<file path="src/rtl/ifu_fetch.sv">
// Instruction-fetch front end: owns the fetch PC, runs the imem req/ack handshake,
// and keeps a 2-entry {inst, pc} queue in front of decode. Redirects flush and restart.
module ifu_fetch #(
  parameter logic [31:0] RESET_PC = 32'h0000_3000
) (
  input  logic        clk,
  input  logic        reset_n,
  input  logic        redirect_valid,
  input  logic [31:0] redirect_pc,
  output logic        imem_req,
  output logic [31:0] imem_addr,
  input  logic        imem_ack,
  input  logic [31:0] imem_rdata,
  output logic        inst_valid,
  output logic [31:0] inst,
  output logic [31:0] inst_pc,
  output logic [31:0] pc4,
  input  logic        inst_ready
);

  typedef enum logic [1:0] {IDLE, REQ, DROP} state_t;

  typedef struct packed {
    logic [31:0] inst;
    logic [31:0] pc;
  } qent_t;

  state_t          state;
  logic [31:0]     pc;
  logic [1:0]      count;
  qent_t [1:0]     q;

  logic            pop, push, push_idx;
  logic [1:0]      cnt_next;
  logic [31:0]     tgt, pc_inc;

  // Head of the queue is always slot 0; slot 1 shifts down on pop.
  assign inst_valid = (count != 2'd0);
  assign inst       = q[0].inst;
  assign inst_pc    = q[0].pc;
  assign pc4        = inst_pc + 32'd4;

  assign pop    = inst_valid & inst_ready;
  assign push   = (state == REQ) & imem_req & imem_ack & ~redirect_valid;
  assign tgt    = redirect_pc & ~32'd3;
  assign pc_inc = pc + 32'd4;

  always_comb begin
    cnt_next = count;
    if (push && !pop)      cnt_next = count + 2'd1;
    else if (!push && pop) cnt_next = count - 2'd1;
    push_idx = pop ? (count == 2'd2) : (count == 2'd1);
  end

  always_ff @(posedge clk or negedge reset_n) begin
    if (!reset_n) begin
      state     <= IDLE;
      pc        <= RESET_PC;
      count     <= 2'd0;
      q         <= '0;
      imem_req  <= 1'b0;
      imem_addr <= RESET_PC;
    end else begin
      // Queue storage; a push into slot 0 overrides the shift when both happen.
      if (pop)  q[0] <= q[1];
      if (push) q[push_idx] <= '{inst: imem_rdata, pc: imem_addr};
      count <= redirect_valid ? 2'd0 : cnt_next;

      if (redirect_valid) begin
        pc <= tgt;
        // An unanswered request must be allowed to finish before the target goes out.
        if (imem_req && !imem_ack) begin
          state <= DROP;
        end else begin
          state     <= REQ;
          imem_req  <= 1'b1;
          imem_addr <= tgt;
        end
      end else begin
        case (state)
          IDLE: if (cnt_next < 2'd2) begin
            state     <= REQ;
            imem_req  <= 1'b1;
            imem_addr <= pc;
          end
          REQ: if (imem_ack) begin
            pc <= pc_inc;
            if (cnt_next < 2'd2) begin
              imem_addr <= pc_inc;
            end else begin
              state    <= IDLE;
              imem_req <= 1'b0;
            end
          end
          DROP: if (imem_ack) begin
            state     <= REQ;
            imem_req  <= 1'b1;
            imem_addr <= pc;
          end
          default: state <= IDLE;
        endcase
      end
    end
  end

endmodule

</file>
<file path="config.mk">
export PLATFORM = sky130hd
export DESIGN_NAME = ifu_fetch
export DESIGN_NICKNAME = d
export VERILOG_FILES = /design/src/rtl/ifu_fetch.sv
export SDC_FILE = /design/constraint.sdc
export NUM_CORES = 1
export LEC_CHECK = 0
export CAP_MARGIN = 40
export CORE_ASPECT_RATIO = 0.5
export CORE_MARGIN = 1
export CORE_UTILIZATION = 45
export CTS_CLUSTER_DIAMETER = 50
export DETAILED_ROUTE_END_ITERATION = 6
export PLACE_DENSITY = 0.69
export SYNTH_ARGS = -nofsm -noshare
export SYNTH_HDL_FRONTEND = slang
export SYNTH_SLANG_ARGS = --single-unit
export TNS_END_PERCENT = 5
</file>
<file path="constraint.sdc">
create_clock -name clk -period 2.9 [get_ports clk]
set_clock_uncertainty 0.2 [all_clocks]
set_input_delay 0.58 -clock clk [delete_from_list [all_inputs] [get_ports clk]]
set_output_delay 0.58 -clock clk [all_outputs]
set_load 0.005 [all_outputs]
</file>
Run 1, drive-strength map:
Drawn at 3 px/um.
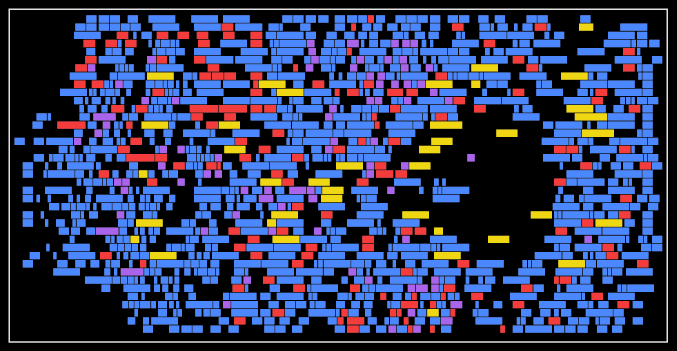
- purple: drive 3 to 4 (cells 83; share 6.9%)
- yellow: drive 6 and up (cells 39; share 3.2%)
- red: drive 2 (cells 150; share 12%)
- blue: drive 1 or less (cells 935; share 77%)
final instance area: 0.0136 mm^2
Area Growth Syn to Fin: 28.2%
Non-clk bufs: 279
setup ws final: -0.173 ns

Run 1, placed standard cells:
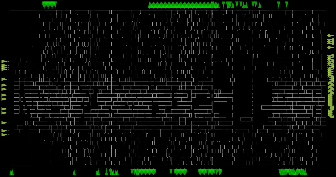
# Taps: 307
Seq/total area: 0.356

Run 1, port wiring:
Drawn at 1.5 px/um.
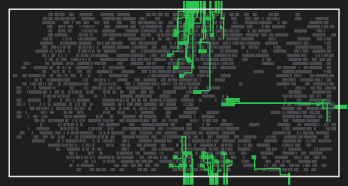
- green: `pc4` (bits 32; direction output; edge 17 top, 13 bottom, 2 right; end cells 32; buffers 32; wire 893 um)
IO Pins: 199
# port buffers: 196

==> results.yml, run 1 <==
# generated from flow reports
run_status:
  status: "complete, but fails checks"
  violations: "negative setup slack"
placed_design:
  dp_slack_ns: -0.0837
  dp.cells: 1462
  gp_congestion: 0.862
  placed_area_mm2: 0.0128
finish:
  sh_comb_area: 0.367
  num_antenna_cells: 0
  final_util: 0.591
  comb_area_mm2: 0.00498
  lay_top_cells: "dfrtp_1, clkdlybuf4s50_1, mux2_2, nand2_1, mux2i_1"
  lay_top_count: "dfrtp_1"
  clock_buffers: 17
  clk_share: 0.0446
  inverters: 22
  dominant_cells: "logic gates"
  seqCellArea_mm2: 0.00483
  nFillCells: 1924
  nets: 1268
  top_register: "q"
routing:
  routed.top_layer: "met4"
  drt.antenna.violating_nets: 0
  post_drt_via_cell_ratio: 5.46
  dr_wl_met3_mm: 1.26
  vias: 8267
  route.met2.wl_mm: 12.6
  drcViolationCount: 0
  wl_per_cell_um: 17.8
  dr.pass1.iters: 5
  wirelength_mm: 26.9
  initialDrtViolationCount: 684
setup_path:
  slowest_delay_ns: 0.37
  path_buffers: 4
  r2r_cells: 7
  cp-start-kind: "flip-flop"
  timing.rr.end: "imem_addr[18]"
  path_cells: "ha_2 > nand4_1 > nor3_2 > buf_4 > nand4_1 > buf_4 > buf_6 > nor2_4 > xor2_1 > buf_2"
  cp_max_fo: 3
  path_class: "reg2out"
  cpLargestDelayFamily: "buffers and inverters"
yosys:
  synth.top_cells.by_count: "dfrtp_1, mux2_2, nand2_1"
  simple_gate_share: 0.145
  yosysChipArea_mm2: 0.0106
  synth_adder_area_share: 0.00591
  syn_nets: 1104
  synthFlopType: "dfrtp_1"
  aoi_share: 0.0770
  synth_cell_types: 58
  ys.flops: 193
  area_leaders: "dfrtp_1, mux2_2, mux2i_1"
  async_flop_share: 1.00
  avgSynthCellArea_um2: 10.3
  syn_inst: 1030
  yosys.cell_count.top_type: "dfrtp_1"
  xor_share: 0.0538
  yosysSeqAreaShare: 0.457
  synth_top_area_share: 0.447
  ys_cells: 1030
  yosysWarnings: 0
power_and_ir_drop:
  ir_worst_vdd_uv: 479
  pwr-share-clk: 0.211
  p_comb_frac: 0.393
  total_power_w: 0.0116
  cellInternalPower_w: 0.00780
  comb_power_w: 0.00457
  swShare: 0.329
  pwr-share-seq: 0.395
  power_switching_w: 0.00383
cts:
  root_buffer: "clkbuf_16"
  cts_hold_buf: 1
  postCtsSetupRepairBufs: 19
  cts_buffers: 17
  clockBufferDepth: 2
  clk_latency_ns: 0.44
  clk_pin_slew_ns: 0.07
  cts.sinks: 193
  cts_repair_resize_count: 75
final_timing:
  rsz0062_at_grt: "true"
  fin_crit_ns: 3.07
  hold_viol_final: 0
  setup_viol: 13
  slew_viol_final: 0
  final.setup.worst_slack_ns: -0.173
  whs_ns: 0.307
  fin_crit_sh: 1.06
  timing.setup.tns_ns: -0.743
floorplanning:
  die-area_mm2: 0.0242
  initCoreUtil: 0.461
  die_y_um: 110
  row_count: 39
grt:
  grt_pass1_wl_mm: 43.6
  grt_pass1_vias: 8187
  grt_util_met1: 0.322
  gr-usage-met3: 0.0421
  gr-total-overflow: 0
  grt_use_total: 0.229
worst_hold_path:
  hold_class: "reg2reg"
job:
  warning_count: 32
  maxCapViolations: 0
==> run 2, diff against run 1 <==
--- a/config.mk
+++ b/config.mk
@@ -5,7 +5,7 @@
 export SDC_FILE = /design/constraint.sdc
 export NUM_CORES = 1
 export LEC_CHECK = 0
-export CAP_MARGIN = 40
+export CAP_MARGIN = 0
 export CORE_ASPECT_RATIO = 0.5
 export CORE_MARGIN = 1
 export CORE_UTILIZATION = 45
Run 2, drive-strength map:
Drawn at 3 px/um.
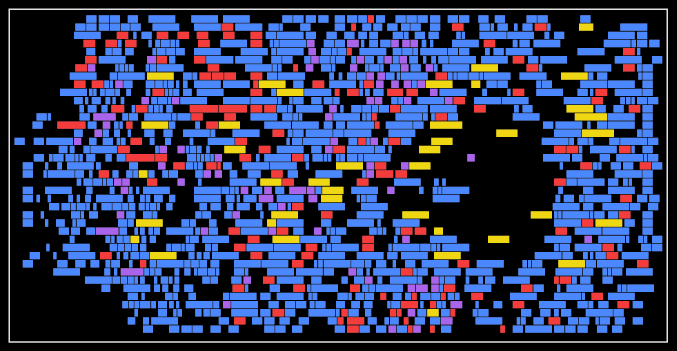
- yellow: drive 6 and up (cells 39; share 3.2%)
- purple: drive 3 to 4 (cells 83; share 6.9%)
- red: drive 2 (cells 150; share 12%)
- blue: drive 1 or less (cells 935; share 77%)

Run 2, port wiring:
Drawn at 1.5 px/um.
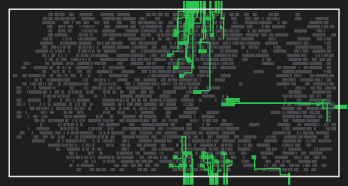
- green: `pc4` (bits 32; direction output; edge 17 top, 13 bottom, 2 right; end cells 32; buffers 32; wire 893 um)

==> run 2 against run 1 <==
Effect of this change: the run still ends with negative setup slack left; largest power group unchanged; largest cell class unchanged; clock-buffer cell count is the same; combinational power is essentially flat; sequential power is essentially flat; wire length is the same; synthesized area is the same; setup slack is the same; synthesized cell count is the same; core utilization is the same; final area is the same; sequential cell count is the same.
==> results.yml, run 2 <==
# generated from flow reports
power_and_ir_drop:
  cellInternalPower_w: 0.00780
  comb_power_w: 0.00457
  p_comb_frac: 0.393
  power_switching_w: 0.00383
  total_power_w: 0.0116
  pwr-share-clk: 0.211
  swShare: 0.329
finish:
  inverters: 22
  num-nonclk-buffers: 279
  nets: 1268
  sh_comb_area: 0.367
  syn_to_final_growth_pct: 28.2
  lay_top_cells: "dfrtp_1, clkdlybuf4s50_1, mux2_2, nand2_1, mux2i_1"
  seqCellArea_mm2: 0.00483
  lay_top_count: "dfrtp_1"
  final_cell_area_mm2: 0.0136
  nFillCells: 1924
  num_antenna_cells: 0
  dominant_cells: "logic gates"
  sh_seq_area: 0.356
  final_util: 0.591
  clock_buffers: 17
grt:
  grt_util_met1: 0.322
  gr-usage-met3: 0.0421
  grt_pass1_wl_mm: 43.6
  gr-total-overflow: 0
cts:
  root_buffer: "clkbuf_16"
  cts_buffers: 17
  cts_hold_buf: 1
  clockBufferDepth: 2
  clk_latency_ns: 0.44
  cts_repair_resize_count: 75
  cts.sinks: 193
routing:
  vias: 8267
  wirelength_mm: 26.9
  dr.pass1.iters: 5
  dr_wl_met3_mm: 1.26
  initialDrtViolationCount: 684
  routed.top_layer: "met4"
  post_drt_via_cell_ratio: 5.46
  wl_per_cell_um: 17.8
final_timing:
  whs_ns: 0.307
  fin_crit_ns: 3.07
  final.setup.worst_slack_ns: -0.173
  rsz0062_at_grt: "true"
  timing.setup.tns_ns: -0.743
  setup_viol: 13
  fin_crit_sh: 1.06
yosys:
  synth_adder_area_share: 0.00591
  simple_gate_share: 0.145
  yosysWarnings: 0
  xor_share: 0.0538
  yosysChipArea_mm2: 0.0106
  synthFlopType: "dfrtp_1"
  syn_nets: 1104
  synth_top_area_share: 0.447
  yosysSeqAreaShare: 0.457
  syn_inst: 1030
  ys_cells: 1030
  synth.top_cells.by_count: "dfrtp_1, mux2_2, nand2_1"
  ys.flops: 193
  synth_cell_types: 58
job:
  maxCapViolations: 0
  warning_count: 32
setup_path:
  cp-start-kind: "flip-flop"
  slowest_delay_ns: 0.37
  cpLargestDelayFamily: "buffers and inverters"
  timing.rr.end: "imem_addr[18]"
  cp_max_fo: 3
  path_buffers: 4
  path_cells: "ha_2 > nand4_1 > nor3_2 > buf_4 > nand4_1 > buf_4 > buf_6 > nor2_4 > xor2_1 > buf_2"
  r2r_cells: 7
worst_hold_path:
  hold_class: "reg2reg"
floorplanning:
  io-pin-count: 199
  row_count: 39
  taps: 307
  die_y_um: 110
run_status:
  status: "complete, but fails checks"
  violations: "negative setup slack"
placed_design:
  gp_congestion: 0.862
  dp.cells: 1462
  placed_area_mm2: 0.0128
Power figures rest on the tool's default switching activity, not on a simulated workload.
